### src/rtl/cnt_pkg.sv
// Shared constants and helpers for the cascaded modulo counter family.
// Direction/mode encodings and the per-digit validity check live here.
package cnt_pkg;

  localparam logic DIR_UP    = 1'b1;
  localparam logic DIR_DOWN  = 1'b0;
  localparam logic MODE_WRAP = 1'b0;
  localparam logic MODE_SAT  = 1'b1;

  function automatic logic digit_valid(input logic [31:0] d, input logic [31:0] radix);
    return d < radix;
  endfunction

endpackage

### src/rtl/digit_counter.sv
// One modulo-RADIX digit of the cascade. Steps only when the top says so;
// clear and load take priority over stepping, invalid load fields become 0.
module digit_counter
  import cnt_pkg::*;
#(
  parameter int RADIX = 10,
  parameter int DW    = 4
) (
  input  logic          clk_in,
  input  logic          rst,
  input  logic          step,
  input  logic          up,
  input  logic          clr,
  input  logic          load,
  input  logic [DW-1:0] load_digit,
  output logic [DW-1:0] digit,
  output logic          is_max,
  output logic          is_zero
);

  localparam logic [DW-1:0] MAX = DW'(RADIX - 1);
  localparam logic [DW-1:0] ONE = DW'(1);

  logic load_ok;
  assign load_ok = digit_valid(32'(load_digit), 32'(RADIX));

  always_ff @(posedge clk_in or posedge rst) begin
    if (rst) begin
      digit <= '0;
    end else if (clr) begin
      digit <= '0;
    end else if (load) begin
      digit <= load_ok ? load_digit : '0;
    end else if (step) begin
      if (up == DIR_UP) digit <= is_max  ? '0  : digit + ONE;
      else              digit <= is_zero ? MAX : digit - ONE;
    end
  end

  assign is_max  = (digit == MAX);
  assign is_zero = (digit == '0);

endmodule

### src/rtl/bcd_cascade_counter.sv
// Multi-digit modulo counter: digits cascade in one cycle via prefix-ANDed
// step enables; wrap/saturate gating and the carry/load_err pulses live here.
module bcd_cascade_counter
  import cnt_pkg::*;
#(
  parameter int DIGITS   = 4,
  parameter int RADIX    = 10,
  parameter int DW       = 4,
  parameter int SATURATE = 0
) (
  input  logic                 clk_in,
  input  logic                 rst,
  input  logic                 en,
  input  logic                 up,
  input  logic                 clr,
  input  logic                 load,
  input  logic [DIGITS*DW-1:0] load_val,
  output logic [DIGITS*DW-1:0] cnt,
  output logic                 carry,
  output logic                 at_max,
  output logic                 at_zero,
  output logic                 load_err
);

  localparam logic MODE = (SATURATE != 0) ? MODE_SAT : MODE_WRAP;

  logic [DIGITS-1:0] is_max;
  logic [DIGITS-1:0] is_zero;
  logic [DIGITS-1:0] step;
  logic [DIGITS-1:0] bad_digit;
  logic              end_hit;
  logic              count_en;

  assign at_max  = &is_max;
  assign at_zero = &is_zero;

  // The end in the current direction; saturate mode freezes the count there.
  assign end_hit  = (up == DIR_UP) ? at_max : at_zero;
  assign count_en = en & ~((MODE == MODE_SAT) & end_hit);

  always_comb begin
    logic run;
    run  = count_en;
    step = '0;
    for (int i = 0; i < DIGITS; i++) begin
      step[i] = run;
      run     = run & ((up == DIR_UP) ? is_max[i] : is_zero[i]);
    end
  end

  for (genvar g = 0; g < DIGITS; g++) begin : g_digit
    assign bad_digit[g] = ~digit_valid(32'(load_val[g*DW +: DW]), 32'(RADIX));

    digit_counter #(
      .RADIX (RADIX),
      .DW    (DW)
    ) u_digit (
      .clk_in     (clk_in),
      .rst        (rst),
      .step       (step[g]),
      .up         (up),
      .clr        (clr),
      .load       (load),
      .load_digit (load_val[g*DW +: DW]),
      .digit      (cnt[g*DW +: DW]),
      .is_max     (is_max[g]),
      .is_zero    (is_zero[g])
    );
  end

  // Pulses line up with the cnt value produced by the same edge.
  always_ff @(posedge clk_in or posedge rst) begin
    if (rst) begin
      carry    <= 1'b0;
      load_err <= 1'b0;
    end else begin
      carry    <= ~clr & ~load & en & end_hit & (MODE == MODE_WRAP);
      load_err <= ~clr & load & (|bad_digit);
    end
  end

endmodule

### config.mk
export PLATFORM = sky130hd
export DESIGN_NAME = bcd_cascade_counter
export DESIGN_NICKNAME = d
export VERILOG_FILES = /design/src/rtl/cnt_pkg.sv /design/src/rtl/digit_counter.sv /design/src/rtl/bcd_cascade_counter.sv
export SDC_FILE = /design/constraint.sdc
export NUM_CORES = 1
export LEC_CHECK = 0
export ABC_AREA = 1
export ABC_CLOCK_PERIOD_IN_PS = 3570
export CAP_MARGIN = 40
export CORE_MARGIN = 1
export CORE_UTILIZATION = 55
export DETAILED_ROUTE_END_ITERATION = 8
export GPL_ROUTABILITY_DRIVEN = 0
export PLACE_DENSITY = 0.92
export SYNTH_ARGS = -nofsm -noshare
export SYNTH_HDL_FRONTEND = slang
export SYNTH_HIERARCHICAL = 1
export SYNTH_SLANG_ARGS = --single-unit
### constraint.sdc
create_clock -name clk_in -period 3.57 [get_ports clk_in]
set_clock_uncertainty 0.05 [all_clocks]
set_input_delay 0.8925 -clock clk_in [delete_from_list [all_inputs] [get_ports clk_in]]
set_output_delay 0.8925 -clock clk_in [all_outputs]
set_load 0.02 [all_outputs]
Figure 1. Met1 routing (run 1).
Supply wires on this layer in gray.
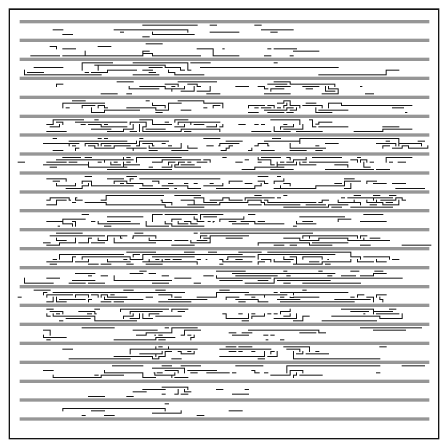
The layer carries 2020 um of wire. 333 nets have wire on it. The wires run mostly horizontal. The longest straight run is 19.8 um. The layer holds 45% of the routed length.

Figure 2. Metal 2 (run 1).
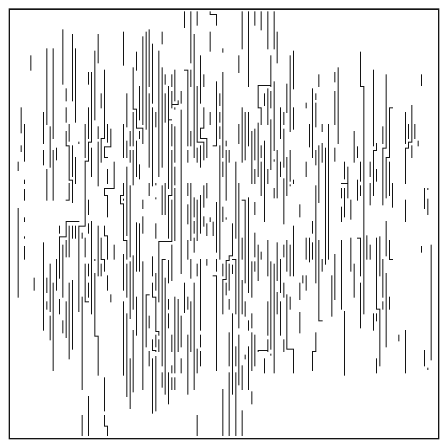
The longest straight run is 32.6 um. The wires run mostly vertical. The layer carries 2220 um of wire. 301 nets have wire on it. The layer holds 49% of the routed length.

Figure 3. Metal 3 (run 1).
Bar = 20 um. Cells faint in the background.
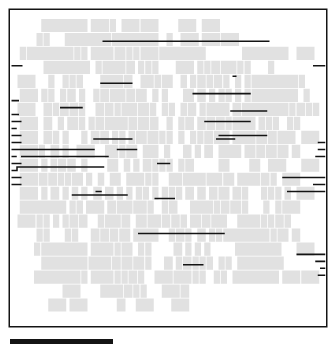
The layer carries 229 um of wire. The longest straight run is 32.2 um. The layer holds 5.1% of the routed length. 39 nets have wire on it. The wires run mostly horizontal.

==> flow_results.org, run 1 <==
#+TITLE: Implementation results

** Setup path
- The endpoint identified for the worst register-to-register timing path is g_digit[3].u_digit/digit[3].
- Worst-path cell with the longest stage delay :: sky130_fd_sc_hd__clkdlybuf4s50_1
- The STA report counts the stages on the worst setup path as 7.
- Depth of the most critical reg-to-reg path :: 16
- In this run the worst path has a maximum fanout of 7.
- The worst-case reg-to-reg setup slack stands at 1330 ps.
- On the worst path, the slowest cell contributes a delay of 650 ps.
- The signal on the critical path passes through inv_1 -> ha_1 -> nand3_1 -> inv_1 -> nand2_1 -> nor2_1 -> clkdlybuf4s50_1.
- The worst setup path is launched from a flip-flop.
- The launch point of the worst register-to-register path is recorded as g_digit[0].u_digit/digit[0].
- According to the timing report, the critical path is captured at at_max.
- Per STA, the library cell used most along the worst path is sky130_fd_sc_hd__inv_1.
- Gate family responsible for the most delay along the worst path :: buffers and inverters
- Critical Path Sink Type :: output pin

** Yosys
- In the Yosys report the total cell count is 314.
- Post-synthesis share of cell area spent on xor and xnor gates :: 3.60%
- Most used standard cell by instance count after synthesis :: sky130_fd_sc_hd__nand2_1
- Counting flops with a built-in enable in the synthesized netlist gives 0.
- YS chip area :: 0.00195 mm^2
- By count the netlist is led by sky130_fd_sc_hd__nand2_1, sky130_fd_sc_hd__nand3_1, sky130_fd_sc_hd__inv_1.
- Adder-Cell Fraction of Synth Area :: 10.3%
- Of the post-synthesis cell area, the dominant cell type holds 23.1%.
- Dividing the synthesized area by the synthesized cell count gives 6.20 um^2.
- Post-Syn Area :: 0.00195 mm^2
- Per the post-synthesis report, the nets total 352.
- Among all flip-flop cells after synthesis, the most frequent one is sky130_fd_sc_hd__dfrtp_1.
- Largest non-sequential cell family by area :: simple AND/OR/NAND/NOR gates
- Mux cell area share after synthesis :: 0.514%
- Cell variety after synth :: 18
- Sequential elements use 23.1% of the synthesized area.

** Final timing
- Ratio of final minimum period to clock period :: 90.7%
- Achievable frequency :: 0.309 GHz
- Setup repair after global routing missed its margin :: no
- Slew @ Worst Pin :: 642 ps
- Final setup fails :: 0
- Worst hold-check slack :: 582 ps
- Final hold vios :: 0

** Finish
- Per the layout report, the design carries 299 filler cells.
- Most frequent cells in the layout :: sky130_fd_sc_hd__nand2_1, sky130_fd_sc_hd__clkdlybuf4s50_1, sky130_fd_sc_hd__nand3_1
- In the layout the tool counted multi-input logic cells amounting to 247.
- Of the total standard cell area in the layout, the multi-input combinational portion is 52.6%.
- Ranked by total area, the top cell class in this layout is multi-input combinational cells.
- Number of non-clock buffers :: 43
- Layout Cell Area excl Fill :: 0.00242 mm^2
- From synthesis to final layout, the design area changed by 24.4%.
- At the end of the flow, the number of nets in the layout was 396.
- Comb gate area :: 0.00127 mm^2
- Layout cell share with drive strength beyond 1 :: 11.2%
- Inverter count of the layout excluding clock inverters :: 45
- Leading cell type in the layout, fill and taps excluded :: sky130_fd_sc_hd__nand2_1
- In the final layout, clock buffers and inverters account for 1.50% of the cell area.
- In the finished layout, the clock tree contains a buffer count of 4.
- Non-clock buffers make up 17.6% of the layout cell area.

** Status
- The flow ran to the end, and the final reports show no timing, DRC or antenna violations.

** Floorplanning
- Horizontal die dimension :: 61.5 um
- The initial utilization of the core area, before any placement, comes to 57.9%.
- Std-Cell Core Area :: 0.00336 mm^2
- Count of boundary I/O pins :: 42

** CTS
- Per the CTS log, the root buffer master is sky130_fd_sc_hd__clkbuf_4.
- The later pin in the worst-skew pair is clocked with a latency of 290 ps.
- CTS Buffer Depth :: 2
- Once the clock tree was built, the setup fixing pass inserted 0 buffers.
- Max H-tree Level :: 1
- Cts-stage hold buffer count :: 0
- The clock tree has to reach 18 sinks.
- Post-CTS sizing :: 0

** Place
- In this run the cell area measured after placement is 0.00238 mm^2.
- Sum of net half-perimeters after detailed placement :: 3.58 mm
- Once placement completed, the tool counted placed cells totaling 399.
- Worst Setup Slack post-DPL :: 676 ps
- As logged by OpenROAD, the buffers inserted on ports number 41.

** Detailed routing
- Vias per cell :: 5.14
- According to the report, the first pass of detailed routing completed in 4 iterations.
- The DRC violation total left in the routed layout is recorded as 0.

** Hold path
- The path with the worst hold slack has its endpoint at g_digit[0].u_digit/digit[1].

** Global route
- Entering global routing, the biggest net connects 16 pins.
- The via count of the first global-routing pass came to 1858.
- After global routing the overflow that remains totals 0.

** Job
- The report counts max-capacitance violations totalling 0.

** Power
- The final power report lists total power as 0.000702 W.
## run 1: registers in the layout, summed over array words and instances (netlist names)
signal,count
load_err,1
g_digit.u_digit/digit,16
carry,1
## run 1: worst min-delay path: stages (launching register included)
cell and delay [ps]:
sky130_fd_sc_hd__dfrtp_1 480, sky130_fd_sc_hd__nand2_1 80, sky130_fd_sc_hd__nand2_1 50
## run 1: metal layers
| layer | wire (um) | vias up | track usage (%) |
|---|---|---|---|
| li1 | - | 1085 | - |
| met3 | 228 | 4 | 3.36 |
| met4 | 29 | 0 | 7.62 |
| met1 | 2020 | 923 | 33.8 |
| met2 | 2220 | 60 | 46.5 |
| met5 | 0 | - | 0 |
## run 1: where the power goes
part           switching (W)  internal [W]  total, W
sequential         0.0000393      0.000222  0.000261
combinational       0.000183      0.000134  0.000317
clock              0.0000617     0.0000621  0.000124
## Run 2: what changed since run 1
TNS_END_PERCENT = 20   (was unset)
Figure 4. Met1 routing (run 2).
Supply wires on this layer in gray.
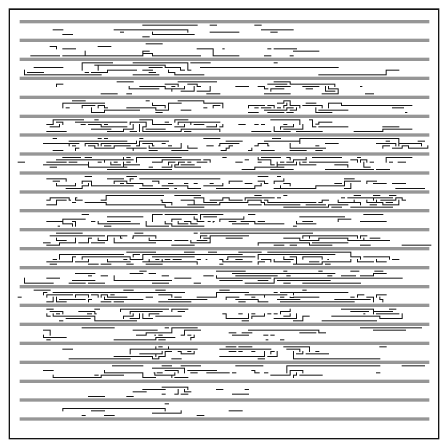
The layer carries 2020 um of wire. The longest straight run is 19.8 um. 333 nets have wire on it. The layer holds 45% of the routed length. The wires run mostly horizontal.

Figure 5. Gate-type map (run 2).
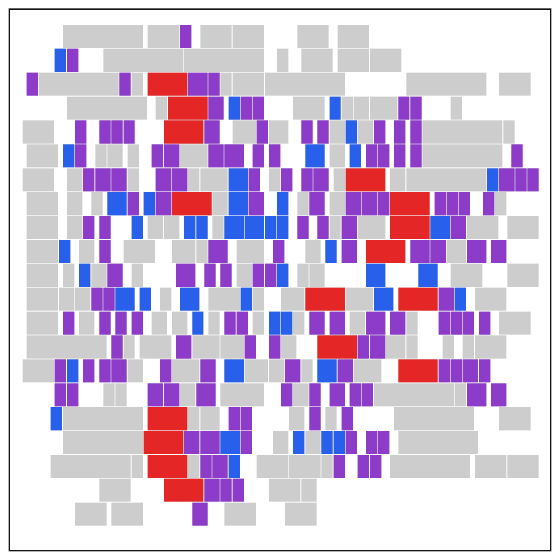
Key: nand cells = purple [cells 143, most used nand2_1]; nor cells = blue [cells 45, most used nor2_1]; fa/ha/maj cells = red [cells 16, most used ha_1]

==> run 2 against run 1 <==
Effect of this change: sequential cell count is the same; design area did not move; utilization is the same; non-clock buffer count is the same; sequential power hardly changed; global-route usage stayed put; register-to-register slack about the same; hold slack is the same; critical path depth unchanged; power did not move; sequential share of layout area is the same; die size stayed put; largest power group unchanged.
==> flow_results.org, run 2 <==
#+TITLE: Implementation results

** Finish
- Buffers outside the clock tree occupy 17.6% of the routed design's cell area.
- The top cell types in the final layout, fill and taps aside, are sky130_fd_sc_hd__nand2_1, sky130_fd_sc_hd__clkdlybuf4s50_1, sky130_fd_sc_hd__nand3_1.
- The final layout report lists a non-clock buffer count of 43.
- The largest registers in the layout are g_digit.u_digit/digit (16), carry (1), load_err (1).
- The layout report lists the clock-cell share of area as 1.50%.
- Max FFs per register :: 16
- Leading cell type in the layout, fill and taps excluded :: sky130_fd_sc_hd__nand2_1
- Multi-input combinational cells in the finished layout were counted as 247.
- Inverter count of the layout excluding clock inverters :: 45
- Layout cell share with drive strength beyond 1 :: 11.2%
- Final-layout clock buffer total :: 4
- Dominant kind of cell :: multi-input combinational cells
- Per the layout area report, the combinational fraction of cell area is 52.6%.

** Global route
- Number of global-route vias before repair :: 1858
- GR Layer Usage met1 :: 33.8%
- Entering global routing, the biggest net connects 16 pins.
- met3 track demand over resource after global routing is 3.36%.
- The global routing report lists met2 layer usage as 46.5%.
- Most heavily used metal layer in global routing :: met2
- Global routing finished with a remaining overflow of 0.

** CTS
- Looking at the clock tree report, the H-tree level count equals 1.
- Clock root buffer :: sky130_fd_sc_hd__clkbuf_4
- TritonCTS reports the number of clock sinks as 18.
- Cts-stage hold buffer count :: 0
- Once the clock tree was built, the resizer swapped 0 gates to a different size.

** Detailed routing
- Met3 Wirelength :: 228 um
- In the log, the iteration count for the first detailed-route pass is 4.
- Highest metal layer with signal wires :: met4
- Vias per cell :: 5.14
- In the detailed route, the total length drawn on met2 is 2.22 mm.
- Met1 layer wirelength in the final routing :: 2.02 mm

** Place
- Detailed placement finished with a half-perimeter wire length of 3.58 mm.
- Number of buffers added on ports :: 41
- In this run, placement finished with an instance count of 399.

** Hold path
- End point of the worst hold path :: g_digit[0].u_digit/digit[1]

** Power
- Combinational share of power :: 45.1%
- The flow reports that sequential cells draw 37.3% of the design power.
- Net switching power figure :: 0.000284 W
- Fraction of power consumed by the clock network :: 17.6%
- In this run switching power makes up 40.4% of total power.
- The power report lists the combinational group at 0.000317 W.
- Internal portion of total power :: 0.000418 W
- Seq. pwr :: 0.000261 W

** Final timing
- The flow reports an fmax of 0.309 GHz.
- Ratio of final minimum period to clock period :: 90.7%
- Slew @ Worst Pin :: 642 ps
- From the final report, the count of setup violators was given as 0.
- Setup repair after global routing left no endpoint under its margin.

** Yosys
- Number of enable-type register cells in the synthesized netlist :: 0
- YS chip area :: 0.00195 mm^2
- Mux cell area share after synthesis :: 0.514%
- Adder-Cell Fraction of Synth Area :: 10.3%
- Cell count in the Yosys report :: 314
- Post-Syn Area :: 0.00195 mm^2
- Synth top area share :: 23.1%
- Summing the areas of all xor and xnor instances in the mapped netlist gives 3.60% of the synthesized area.
- Floorplan net count :: 352
- Per Yosys stat, the portion of area used by sequential elements is 23.1%.

** Setup path
- Critical Path Fanout Max :: 7
- The timing report gives the biggest stage delay along the critical path as 650 ps.
- Worst-case register-to-register setup slack :: 1330 ps
- Reg-to-reg critical path startpoint :: g_digit[0].u_digit/digit[0]
- Worst-path cell with the longest stage delay :: sky130_fd_sc_hd__clkdlybuf4s50_1
- The critical path crosses 7 cells after its start point.
- The cell family contributing the most delay on the critical path is buffers and inverters.
- According to the timing report, the critical path is captured at at_max.
- Per STA, the library cell used most along the worst path is sky130_fd_sc_hd__inv_1.
- The worst setup path is launched from a flip-flop.

** Floorplanning
- Core utilization at floorplan :: 57.9%
- From left edge to right edge, the die measures 61.5 um.
- Count of boundary I/O pins :: 42
- Std-Cell Core Area :: 0.00336 mm^2

** Status
- The run finished with clean final reports.
[run 2: cell counts in the layout (fill, tap and decap cells not counted)]
Identical to the previous run, type by type.
[run 2: per-stage QoR]
| step | utilization (%) | setup slack (ps) | hold slack (ps) | power [W] | instance area, um^2 |
|---|---|---|---|---|---|
| 2_1_floorplan | - | 1250 | 584 | 0.000469 | 1950 |
| 3_3_place_gp | 70.9 | 726 | 547 | 0.000569 | 2380 |
| 3_5_place_dp | 70.9 | 676 | 554 | 0.000579 | 2380 |
| 4_1_cts | 72.0 | 371 | 580 | 0.000707 | 2420 |
| 5_1_grt | 72.0 | 200 | 619 | 0.000761 | 2420 |
| 6_report | 72.0 | 332 | 582 | 0.000702 | 2420 |
## Run 3: what changed since run 2
GPL_TIMING_DRIVEN = 0   (was unset)
SLEW_MARGIN = 5   (was unset)
Figure 6. Gate-type map (run 3).
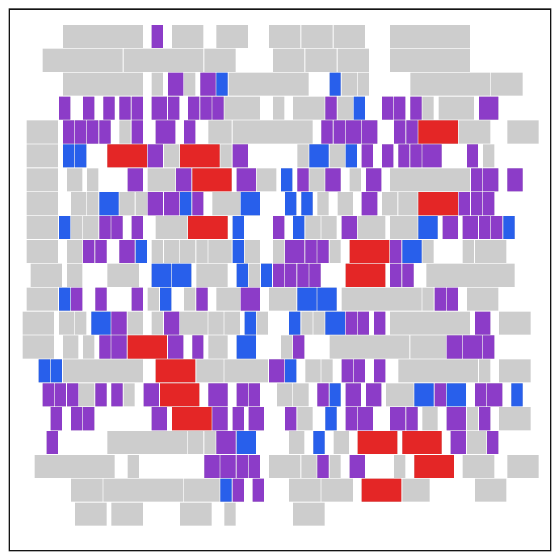
Key: fa/ha/maj cells = red [cells 16, most used ha_1]; nand cells = purple [cells 143, most used nand2_1]; nor cells = blue [cells 45, most used nor2_1]

Figure 7. Metal 2 (run 3).
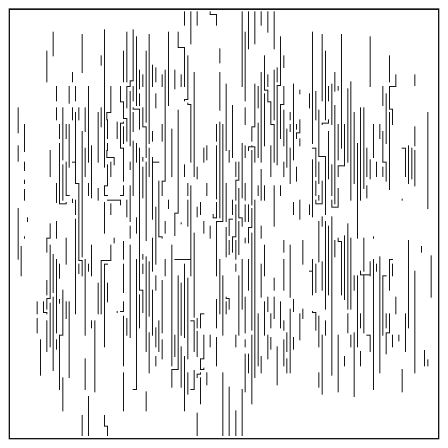
The wires run mostly vertical. The layer holds 50% of the routed length. The layer carries 2270 um of wire. 311 nets have wire on it.

==> run 3 against run 2 <==
Effect of this change: sequential power down 3%; power grew 1.8%; die size is the same; non-clock buffer count increased by 3; synthesized area is the same; critical path type unchanged.
==> flow_results.org, run 3 <==
#+TITLE: Implementation results

** Final timing
- Setup slack on the critical path of the routed design comes to 353 ps.
- Per the final timing report, the hold violations number 0.
- Slew @ Worst Pin :: 712 ps
- Timing would allow up to 0.311 GHz.
- Ratio of final minimum period to clock period :: 90.1%

** Yosys
- Dominant flop cell :: sky130_fd_sc_hd__dfrtp_1
- For reference, the top logic cell family by area is simple AND/OR/NAND/NOR gates.
- Post-synthesis share of cell area spent on xor and xnor gates :: 3.60%
- Adder-Cell Fraction of Synth Area :: 10.3%
- Avg Cell Area, Syn :: 6.20 um^2
- Mux cell area share after synthesis :: 0.514%
- After synthesis, the netlist uses 18 different library cells.
- Cell count in the Yosys report :: 314
- According to the Yosys statistics, the synthesized design has a chip area of 0.00195 mm^2.
- Most used standard cell by instance count after synthesis :: sky130_fd_sc_hd__nand2_1
- Post-Syn Area :: 0.00195 mm^2
- Number of enable-type register cells in the synthesized netlist :: 0

** Finish
- Per the layout report, the design carries 45 non-clock inverters.
- Final clock-cell share :: 1.46%
- Number of fill cells in the layout :: 313
- In the final layout, the registers with the most flip-flops are g_digit.u_digit/digit (16), carry (1), load_err (1).
- Multi-input combinational cells in the finished layout were counted as 247.
- For this run, the post-layout net count is 399.
- Comb gate area :: 0.00127 mm^2
- Number of non-clock buffers :: 46
- Most frequent cells in the layout :: sky130_fd_sc_hd__nand2_1, sky130_fd_sc_hd__clkdlybuf4s50_1, sky130_fd_sc_hd__nand3_1
- By area, the class that comes first in the final layout consists of multi-input combinational cells.
- In the final layout, multi-input gates take up 51.3% of the cell area.
- Cells fill 73.7% of the core in the end.

** CTS
- In this run the clock root is driven by a sky130_fd_sc_hd__clkbuf_4.
- Looking at the clock tree report, the maximum root-to-sink buffer count equals 2.
- Once the clock tree was built, the resizer swapped 0 gates to a different size.
- The CTS log lists the clock sinks for this run as 18.
- Number of setup buffers added after CTS :: 0

** Global route
- The via count of the first global-routing pass is 1882.
- For met3 alone, demand over resource in global routing was 4.20%.
- Most heavily used metal layer in global routing :: met2
- Largest net degree at the start of global routing :: 22
- Total gr overflow :: 0
- Routing resource usage on met2 recorded by global route was 47.3%.
- In the global route stage, met1 resource usage came out at 30.2%.

** Setup path
- The kind of cell with the highest combined delay along the critical path is buffers and inverters.
- STA classifies the critical path startpoint as a flip-flop.
- Of all nets on the critical path, the largest fanout is 7.
- CP dominant cell by count :: sky130_fd_sc_hd__inv_1
- Delay contributed by the slowest stage of the critical path :: 620 ps
- The worst setup path is captured at an output pin.

** Detailed routing
- After detailed routing, the number of remaining DRC violations is 0.
- Met1 layer wirelength in the final routing :: 2.02 mm
- Routed length on met2 :: 2.27 mm
- Met3 Wirelength :: 222 um
- Before antenna repair, the detailed router went through 4 iterations.

** Power
- The design draws 0.000714 W.

** Place
- Sum of net half-perimeters after detailed placement :: 3.60 mm
- Cell area reported after detailed placement :: 0.00244 mm^2
- Logged for this run, the post-placement worst setup slack is 693 ps.

** Floorplanning
- Count of boundary I/O pins :: 42
- Horizontal die dimension :: 61.5 um
- Core utilization at floorplan :: 57.9%

** Job
- Per the run summary, max-cap violations total 0.

** Status
- The flow ran to the end, and the final reports show no timing, DRC or antenna violations.
==> run 3: where the power goes <==
part,internal [W],leakage (nW),switching (W)
combinational,0.000144,1.06,0.000193
sequential,0.000222,0.235,0.0000296
clock,0.0000620,0.0210,0.0000635
==> run 3: path summary, 6_finish.rpt <==
path / slack [ps] / to / cells after the start / from
setup / recovery: 350 / at_zero / 7 / g_digit[0].u_digit/digit[0]
max in group asynchronous: 2330 / g_digit[3].u_digit/digit[2] / 2 / rst
hold / removal: 590 / g_digit[1].u_digit/digit[3] / 2 / g_digit[1].u_digit/digit[3]
hold reg to reg: 590 / g_digit[1].u_digit/digit[3] / 2 / g_digit[1].u_digit/digit[3]
setup reg to reg: 1340 / g_digit[3].u_digit/digit[3] / 16 / g_digit[0].u_digit/digit[0]
min in group asynchronous: 930 / carry / 2 / rst
No activity file was given, so power comes from the tool's default toggle rates.
